**Run 1: metal 1**

Bar = 50 microns.
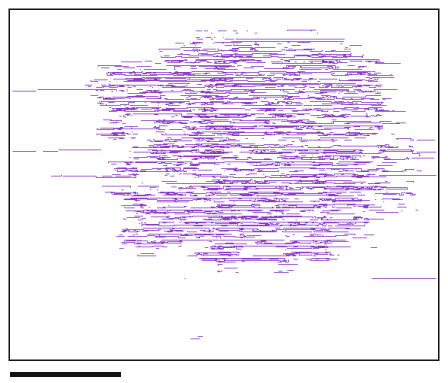
**Run 1: M2 wires**

Bar = 50 microns. Cells faint in the background.
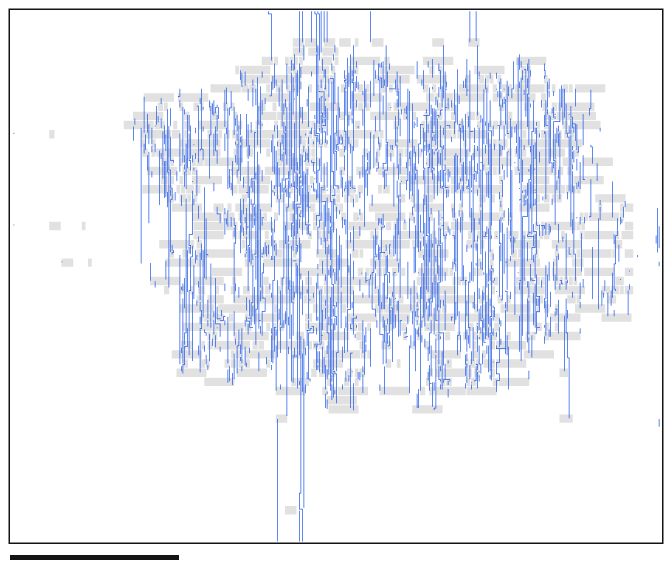
**Run 1: signal wires on met3**

Bar = 50 microns. Cells faint in the background.
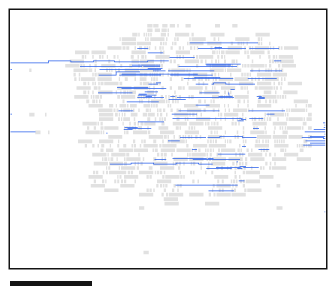
**Run 1: metal 4**

Bar = 50 microns.
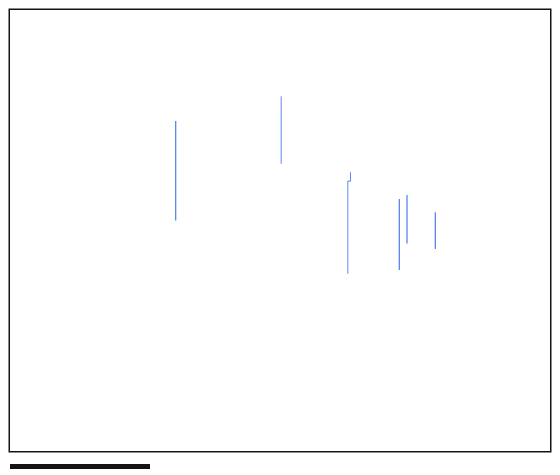
**config.mk**
```make
export PLATFORM = sky130hd
export DESIGN_NAME = reg_memory_bank
export DESIGN_NICKNAME = d
export VERILOG_FILES = /design/src/rtl/reg_memory_bank.sv
export SDC_FILE = /design/constraint.sdc
export NUM_CORES = 1
export LEC_CHECK = 0
export ABC_AREA = 1
export CORE_ASPECT_RATIO = 0.8
export CORE_MARGIN = 8
export CORE_UTILIZATION = 27
export DETAILED_ROUTE_END_ITERATION = 8
export GPL_ROUTABILITY_DRIVEN = 0
export REMOVE_ABC_BUFFERS = 1
export SETUP_SLACK_MARGIN = 0.4
export SYNTH_ARGS = -nofsm -noshare
export SYNTH_HDL_FRONTEND = slang
export SYNTH_SLANG_ARGS = --single-unit
export TNS_END_PERCENT = 100
```
**constraint.sdc**
```tcl
create_clock -name clk -period 3.1 [get_ports clk]
set_input_delay 0.465 -clock clk [delete_from_list [all_inputs] [get_ports clk]]
set_output_delay 0.465 -clock clk [all_outputs]
set_load 0.1 [all_outputs]
```
**src/rtl/reg_memory_bank.sv**
```systemverilog
// rtl/reg_memory_bank.sv - DEPTH x WIDTH word store with registered read port and hardware clear sweep
// Optional even-parity storage per word when REG_MEMORY_BANK_PARITY_EN is defined.
module reg_memory_bank #(
  parameter int WIDTH = 8,
  parameter int DEPTH = 16,
  localparam int ADDR_W = $clog2(DEPTH)
) (
  input  logic              clk,
  input  logic              rst_n,
  input  logic              wr_en,
  input  logic [ADDR_W-1:0] wr_addr,
  input  logic [WIDTH-1:0]  wr_data,
  input  logic              rd_en,
  input  logic [ADDR_W-1:0] rd_addr,
  output logic [WIDTH-1:0]  rd_data,
  output logic              rd_valid,
  input  logic              clear,
  output logic              busy
`ifdef REG_MEMORY_BANK_PARITY_EN
  ,
  input  logic              wr_par_flip,
  output logic              rd_par_err
`endif
);

  typedef enum logic {IDLE = 1'b0, CLEAR = 1'b1} state_t;

  localparam logic [ADDR_W:0]   DEPTH_X = (ADDR_W + 1)'(DEPTH);
  localparam logic [ADDR_W-1:0] LAST    = ADDR_W'(DEPTH - 1);

  state_t            state, state_next;
  logic [ADDR_W-1:0] ptr, ptr_next;
  logic [WIDTH-1:0]  mem [DEPTH];
  logic              wr_ok, rd_ok, clr_we;
  logic              wr_in_range, rd_in_range;

  assign wr_in_range = ({1'b0, wr_addr} < DEPTH_X);
  assign rd_in_range = ({1'b0, rd_addr} < DEPTH_X);
  assign busy        = (state == CLEAR);

  always_ff @(posedge clk or negedge rst_n) begin
    if (!rst_n) begin
      state <= IDLE;
      ptr   <= '0;
    end else begin
      state <= state_next;
      ptr   <= ptr_next;
    end
  end

  // A clear request wins over a write presented in the same cycle; reads still proceed.
  always_comb begin
    state_next = state;
    ptr_next   = ptr;
    wr_ok      = 1'b0;
    rd_ok      = 1'b0;
    clr_we     = 1'b0;
    case (state)
      IDLE: begin
        rd_ok = rd_en;
        if (clear) begin
          state_next = CLEAR;
          ptr_next   = '0;
        end else begin
          wr_ok = wr_en && wr_in_range;
        end
      end
      CLEAR: begin
        clr_we = 1'b1;
        if (ptr == LAST) begin
          state_next = IDLE;
          ptr_next   = '0;
        end else begin
          ptr_next = ptr + 1'b1;
        end
      end
      default: begin
        state_next = IDLE;
        ptr_next   = '0;
      end
    endcase
  end

  always_ff @(posedge clk or negedge rst_n) begin
    if (!rst_n) begin
      for (int i = 0; i < DEPTH; i++) mem[i] <= '0;
    end else if (clr_we) begin
      mem[ptr] <= '0;
    end else if (wr_ok) begin
      mem[wr_addr] <= wr_data;
    end
  end

  // Array read uses the pre-edge contents, giving read-before-write on an address collision.
  always_ff @(posedge clk or negedge rst_n) begin
    if (!rst_n) begin
      rd_data  <= '0;
      rd_valid <= 1'b0;
    end else begin
      rd_valid <= rd_ok;
      if (rd_ok) rd_data <= rd_in_range ? mem[rd_addr] : '0;
    end
  end

`ifdef REG_MEMORY_BANK_PARITY_EN
  logic par_mem [DEPTH];

  always_ff @(posedge clk or negedge rst_n) begin
    if (!rst_n) begin
      for (int i = 0; i < DEPTH; i++) par_mem[i] <= 1'b0;
    end else if (clr_we) begin
      par_mem[ptr] <= 1'b0;
    end else if (wr_ok) begin
      par_mem[wr_addr] <= (^wr_data) ^ wr_par_flip;
    end
  end

  always_ff @(posedge clk or negedge rst_n) begin
    if (!rst_n) begin
      rd_par_err <= 1'b0;
    end else begin
      rd_par_err <= rd_ok && rd_in_range && (par_mem[rd_addr] != (^mem[rd_addr]));
    end
  end
`endif

endmodule
```
==> results.sh, run 1 <==
# yosys + openroad results
export IMPL_nonClkBufAreaFrac=0.0445
export IMPL_row_count=52
export IMPL_fin_crit_sh=0.725
export IMPL_cts_tree="done"
export IMPL_cp_num_buf_inv=1
export IMPL_firstDrtPassIters=4
export IMPL_use_met1=0.203
export IMPL_drtIter0Drc=591
export IMPL_die_area_sq_um=30500
export IMPL_nFillCells=2682
export IMPL_clkbuf_count=22
export IMPL_hold_viol_final=0
export IMPL_postSynthSeqShare=0.523
export IMPL_detail_route_antenna_nets=0
export IMPL_grt_pass1_wl_microns=33300
export IMPL_synthSimpleGateAreaFrac=0.276
export IMPL_cts_path_max_buffers=2
export IMPL_n_antenna_cell=0
export IMPL_port_buffers=30
export IMPL_postSynthCellCount=852
export IMPL_r2r_setup_slack_ps=850
export IMPL_htree_levels=4
export IMPL_num_multi_input_gates=598
export IMPL_worst_path_most_repeated_cell="nand2_1"
export IMPL_worst_pin_slew_ps=844
export IMPL_overflow=0
export IMPL_hp_class="in2async"
export IMPL_adder_share=0.0110
export IMPL_cts_resized_gates=0
export IMPL_top_cells_by_count="nand2_1 (287), dfrtp_1 (142), nand3_1 (123), o21ai_0 (87), inv_1 (69)"
export IMPL_mostFrequentLayoutCells="nand2_1 (287), dfrtp_1 (142), nand3_1 (123), o21ai_0 (87), inv_1 (69)"
export IMPL_tns_ps=0
export IMPL_dp_hpwl_microns=13700
export IMPL_pin_count=31
export IMPL_vias_per_cell=4.91
export IMPL_status="completed"
export IMPL_routedWlPerCell_microns=17.3
export IMPL_use_met3=0.0376
export IMPL_grt_pass1_vias=5679
export IMPL_top_area_cell="dfrtp_1"
export IMPL_sh_seq_area=0.447
export IMPL_avgSynthCellArea_sq_um=7.97
export IMPL_cp_arrival_ps=2510
export IMPL_synth_edff_count=0
export IMPL_grtUsageTotal=0.139
export IMPL_synth_main_ff_cell="dfrtp_1"
Back to the opening pictures, 'metal 1':
longest straight run: 55.7 microns
nets with wire on the layer: 836
wire length on this layer: 10,200 microns

Back to the opening pictures, 'M2 wires':
longest straight run: 83.8 microns
share of all routed wire: 43%
wire length on this layer: 9,020 microns
main direction: vertical
nets with wire on the layer: 660

Back to the opening pictures, 'signal wires on met3':
share of all routed wire: 7.2%
main direction: horizontal
nets with wire on the layer: 76

Back to the opening pictures, 'metal 4':
main direction: vertical
wire length on this layer: 151 microns
longest straight run: 35.4 microns
nets with wire on the layer: 5
vias: 5,929
final wirelength: 20,900 microns

==> run 1: worst reg2reg max path, cell delays in order (launching register included) <==
cell	delay [ps]
dfrtp_1	680
inv_4	230
nand2_1	190
o21ai_2	150
a21oi_1	240
o21ai_1	350
nand2_1	160
o21ai_0	90
==> run 1: through the flow <==
| step | cell area (sq um) | hold slack [ps] | util | instances | total power, W |
|---|---|---|---|---|---|
| 2_1_floorplan | 6620 | 169 | - | 813 | 0.00459 |
| 3_3_place_gp | 7380 | 465 | 0.295 | 1178 | 0.00536 |
| 3_5_place_dp | 7380 | 466 | 0.295 | 1178 | 0.00541 |
| 4_1_cts | 7950 | 60.6 | 0.318 | 1207 | 0.00743 |
| 5_1_grt | 7950 | 65.3 | 0.318 | 1207 | 0.00790 |
| 6_report | 7950 | 34.5 | 0.318 | 1207 | 0.00742 |
==> run 1: flip-flops by register name (all words and copies together), names as in the netlist <==
register and count:
busy 1, mem 128, ptr 4, rd_data 8, rd_valid 1
==> run 1: routing by layer <==
| layer | vias to the layer above | wire [microns] |
|---|---|---|
| met5 | - | 0 |
| met4 | 0 | 151 |
| met3 | 14 | 1500 |
| met2 | 200 | 9020 |
| met1 | 2868 | 10200 |
| li1 | 2847 | - |
==> run 1: worst paths after layout <==
check	startpoint	end	cells past startpoint
setup / recovery	busy	mem[52]	7
hold / removal	rst_n	mem[56]	1
setup reg to reg	busy	mem[52]	7
hold reg to reg	rd_data[6]	rd_data[6]	2
max in group asynchronous	rst_n	mem[103]	2
min in group clk	rd_data[6]	rd_data[6]	2
==> run 1: power by group <==
part	switching (W)	total, W	leakage, nW	internal (W)
registers	0.000371	0.00285	1.87	0.00248
clock network	0.000776	0.00203	0.283	0.00125
logic	0.00183	0.00255	1.52	0.000716
total	0.00298	0.00742	3.67	0.00444
--- run 2 (diff from run 1) ---
==> constraint.sdc (replaced) <==
create_clock -name clk -period 2.3 [get_ports clk]
set_input_delay 0.345 -clock clk [delete_from_list [all_inputs] [get_ports clk]]
set_output_delay 0.345 -clock clk [all_outputs]
set_load 0.1 [all_outputs]
==> results.sh, run 2 <==
# yosys + openroad results
export IMPL_hp_class="in2async"
export IMPL_cp_arrival_ps=2040
export IMPL_fin_area_sq_um=8260
export IMPL_nFillCells=2650
export IMPL_regMostFlops="mem"
export IMPL_pwr_share_clk=0.276
export IMPL_status="completed"
export IMPL_internal_power_w=0.00624
export IMPL_overflow=0
export IMPL_p_seq_frac=0.373
export IMPL_top_cells_by_count="nand2_1 (287), dfrtp_1 (142), nand3_1 (123), o21ai_0 (87), inv_1 (69)"
export IMPL_fin_util=0.330
export IMPL_cp_num_buf_inv=1
export IMPL_firstDrtPassIters=5
export IMPL_power_w=0.0103
export IMPL_hold_viol_final=0
export IMPL_use_met1=0.206
export IMPL_mostFrequentLayoutCells="nand2_1 (287), dfrtp_1 (141), nand3_1 (123), o21ai_0 (87), inv_1 (69)"
export IMPL_tns_ps=0
export IMPL_avgSynthCellArea_sq_um=7.97
## run 2: cell types whose count changed in the layout (fill, tap and decap cells not counted), sizes merged
cell | previous run | this run
buf | 23 | 47
clkinv | 5 | 8
clkbuf | 22 | 20
bufinv | 2 | 3
dlygate4sd3 | 0 | 1
## run 2: repair_timing
item,in CTS,in global routing
hold endpoints to repair,47,0
endpoints found under the setup margin,0,27
gates resized,0,2
hold buffers,1,0
## run 2: cell families after synthesis
kind of cell / Yosys count / share of synthesized area
compound gates: 155 / 0.122
xor+xnor: 1 / 0.00129
simple gates: 436 / 0.276
buf+inv: 112 / 0.0665
fa+ha+maj: 6 / 0.0110
flops: 142 / 0.523
## run 2: final timing paths
check,startpoint,endpoint,slack (ps),cells after the start
max in group asynchronous,rst_n,mem[68],1220,3
min reg2reg,mem[110],mem[110],490,2
min in group clk,mem[110],mem[110],490,2
max,busy,mem[25],530,5
max reg2reg,busy,mem[25],530,5
min,rst_n,rd_data[1],440,2
## run 2: area by class of cell
type | instances | area, sq um | share of cell area
flip-flops and latches | 142 | 3550 | 0.431
repair buffers | 66 | 619 | 0.0750
multi-input cells | 598 | 2790 | 0.338
clock inverters | 11 | 140 | 0.0170
clock buffers | 20 | 467 | 0.0565
well taps | 324 | 405 | 0.0491
inverters | 73 | 277 | 0.0335
## run 2: metal layers
metal / wire length (microns) / vias up
met1: 10300 / 2943
met5: 0 / -
li1: - / 2910
met4: 328 / 0
met3: 1530 / 30
met2: 8930 / 211
## run 2: power by group through the flow
stage                     logic, W  registers, W  clock network, W
after floorplan            0.00187       0.00431                 0
after global placement     0.00352       0.00385                 0
after detailed placement   0.00361       0.00385                 0
after CTS                  0.00361       0.00383           0.00288
after global routing       0.00408       0.00395           0.00299
final                      0.00361       0.00384           0.00284
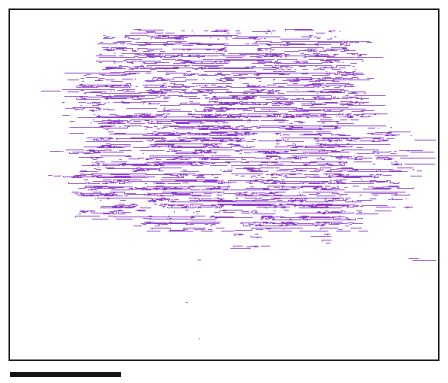
**Above:** run 2 (metal 1).
Bar = 50 microns.
share of all routed wire: 49%
main direction: horizontal
wire length on this layer: 10,300 microns
longest straight run: 57.0 microns
nets with wire on the layer: 860

--- run 3 (diff from run 2) ---
==> constraint.sdc (replaced) <==
create_clock -name clk -period 1.74 [get_ports clk]
set_input_delay 0.261 -clock clk [delete_from_list [all_inputs] [get_ports clk]]
set_output_delay 0.261 -clock clk [all_outputs]
set_load 0.1 [all_outputs]
==> results.sh, run 3 <==
# yosys + openroad results
export IMPL_yosys_warnings=0
export IMPL_cts_path_max_buffers=2
export IMPL_mostFrequentLayoutCells="nand2_1 (266), dfrtp_1 (141), nand3_1 (116), inv_1 (65), buf_4 (47)"
export IMPL_regMostFlops="mem"
export IMPL_endpoint="mem[22]"
export IMPL_firstDrtPassIters=5
export IMPL_nFillCells=2452
export IMPL_openroad_warnings=32
export IMPL_hp_class="in2async"
export IMPL_cp_cell_sequence="clkdlybuf4s50_1 -> buf_4 -> nand4_1 -> buf_6 -> nand3_1 -> o21ai_0"
export IMPL_worstReg2RegStart="busy"
export IMPL_avgSynthCellArea_sq_um=7.97
export IMPL_cp_num_buf_inv=3
export IMPL_cp_arrival_ps=1810
export IMPL_use_met1=0.202
export IMPL_top_cells_by_count="nand2_1 (287), dfrtp_1 (142), nand3_1 (123), o21ai_0 (87), inv_1 (69)"
export IMPL_pre_cts_ws_ps=-220
export IMPL_critical_path_startpoint="wr_en"
export IMPL_tns_ps=0
export IMPL_worst_path_stages=6
export IMPL_fin_area_sq_um=9460
export IMPL_synth_main_ff_cell="dfrtp_1"
export IMPL_drc=0
export IMPL_crit_family="buffers and inverters"
export IMPL_num_vias=6333
export IMPL_clock_latency_ps=430
export IMPL_power_w=0.0156
export IMPL_fin_util=0.379
export IMPL_overflow=0
export IMPL_detail_route_antenna_nets=0
export IMPL_dp_hpwl_microns=14200
export IMPL_critPathSlowestCell="clkdlybuf4s50_1"
export IMPL_r2r_setup_slack_ps=230
export IMPL_area_growth_pct=39.3
export IMPL_r2r_end="mem[22]"
export IMPL_status="completed"
export IMPL_hold_viol_final=0
-- run 3: cell counts after synthesis --
Identical to the previous run, type by type.
-- run 3: layer usage --
layer / up-vias / wire length, microns
met3: 36 / 1720
met4: 0 / 563
met5: - / 0
met2: 197 / 9790
li1: 2990 / -
met1: 3110 / 10700
-- run 3: cell type report --
type / count / area, sq um / area share
clock inverters: 11 / 164 / 0.0173
clock buffers: 21 / 460 / 0.0487
inverters: 73 / 288 / 0.0304
repair buffers: 102 / 1170 / 0.124
well taps: 324 / 405 / 0.0428
multi-input cells: 598 / 3420 / 0.361
flip-flops and latches: 142 / 3550 / 0.376
-- run 3: worst register-to-register path, stage by stage, from the launching register on --
cell     delay, ps
dfrtp_2        470
buf_8          170
nor2_8         110
nand4_1        240
buf_6          240
nand3_1         60
o21ai_0         80
-- run 3: what timing repair did --
| item | CTS | global route |
|---|---|---|
| endpoints found under the setup margin | 138 | 140 |
| pin swaps | 5 | 13 |
| hold buffers | 1 | 0 |
| gates cloned | 2 | 3 |
| setup buffers | 5 | 6 |
| endpoints found under the hold margin | 41 | 0 |
| gates resized | 98 | 108 |
-- run 3: cells by family (layout without fill, tap and decap cells) --
| logic type | Yosys count | in the layout | share of synthesized area |
|---|---|---|---|
| buffers and inverters | 112 | 207 | 0.0665 |
| adder cells (fa/ha/maj) | 6 | 6 | 0.0110 |
| XOR/XNOR | 1 | 1 | 0.00129 |
| AND-OR/OR-AND | 155 | 155 | 0.122 |
| AND/OR/NAND/NOR | 436 | 436 | 0.276 |
| flip-flops | 142 | 142 | 0.523 |
-- run 3: power by group --
| group | switching, W | total (W) | internal, W |
|---|---|---|---|
| combinational | 0.00404 | 0.00658 | 0.00254 |
| clock | 0.00142 | 0.00389 | 0.00247 |
| sequential | 0.000730 | 0.00515 | 0.00442 |
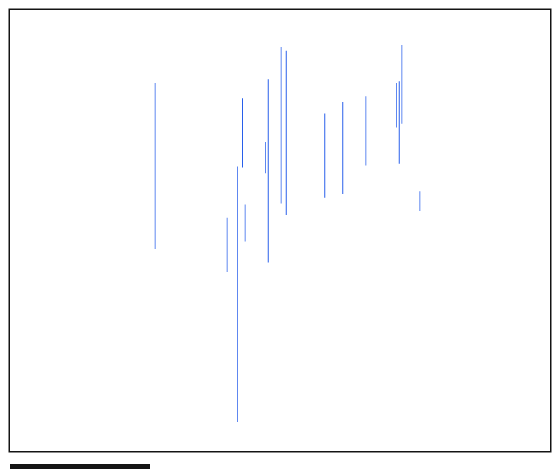
**Above:** run 3 (metal 4).
Bar = 50 microns.
longest straight run: 91.1 microns
main direction: vertical
nets with wire on the layer: 13

Power is estimated from default activity; no workload was simulated.
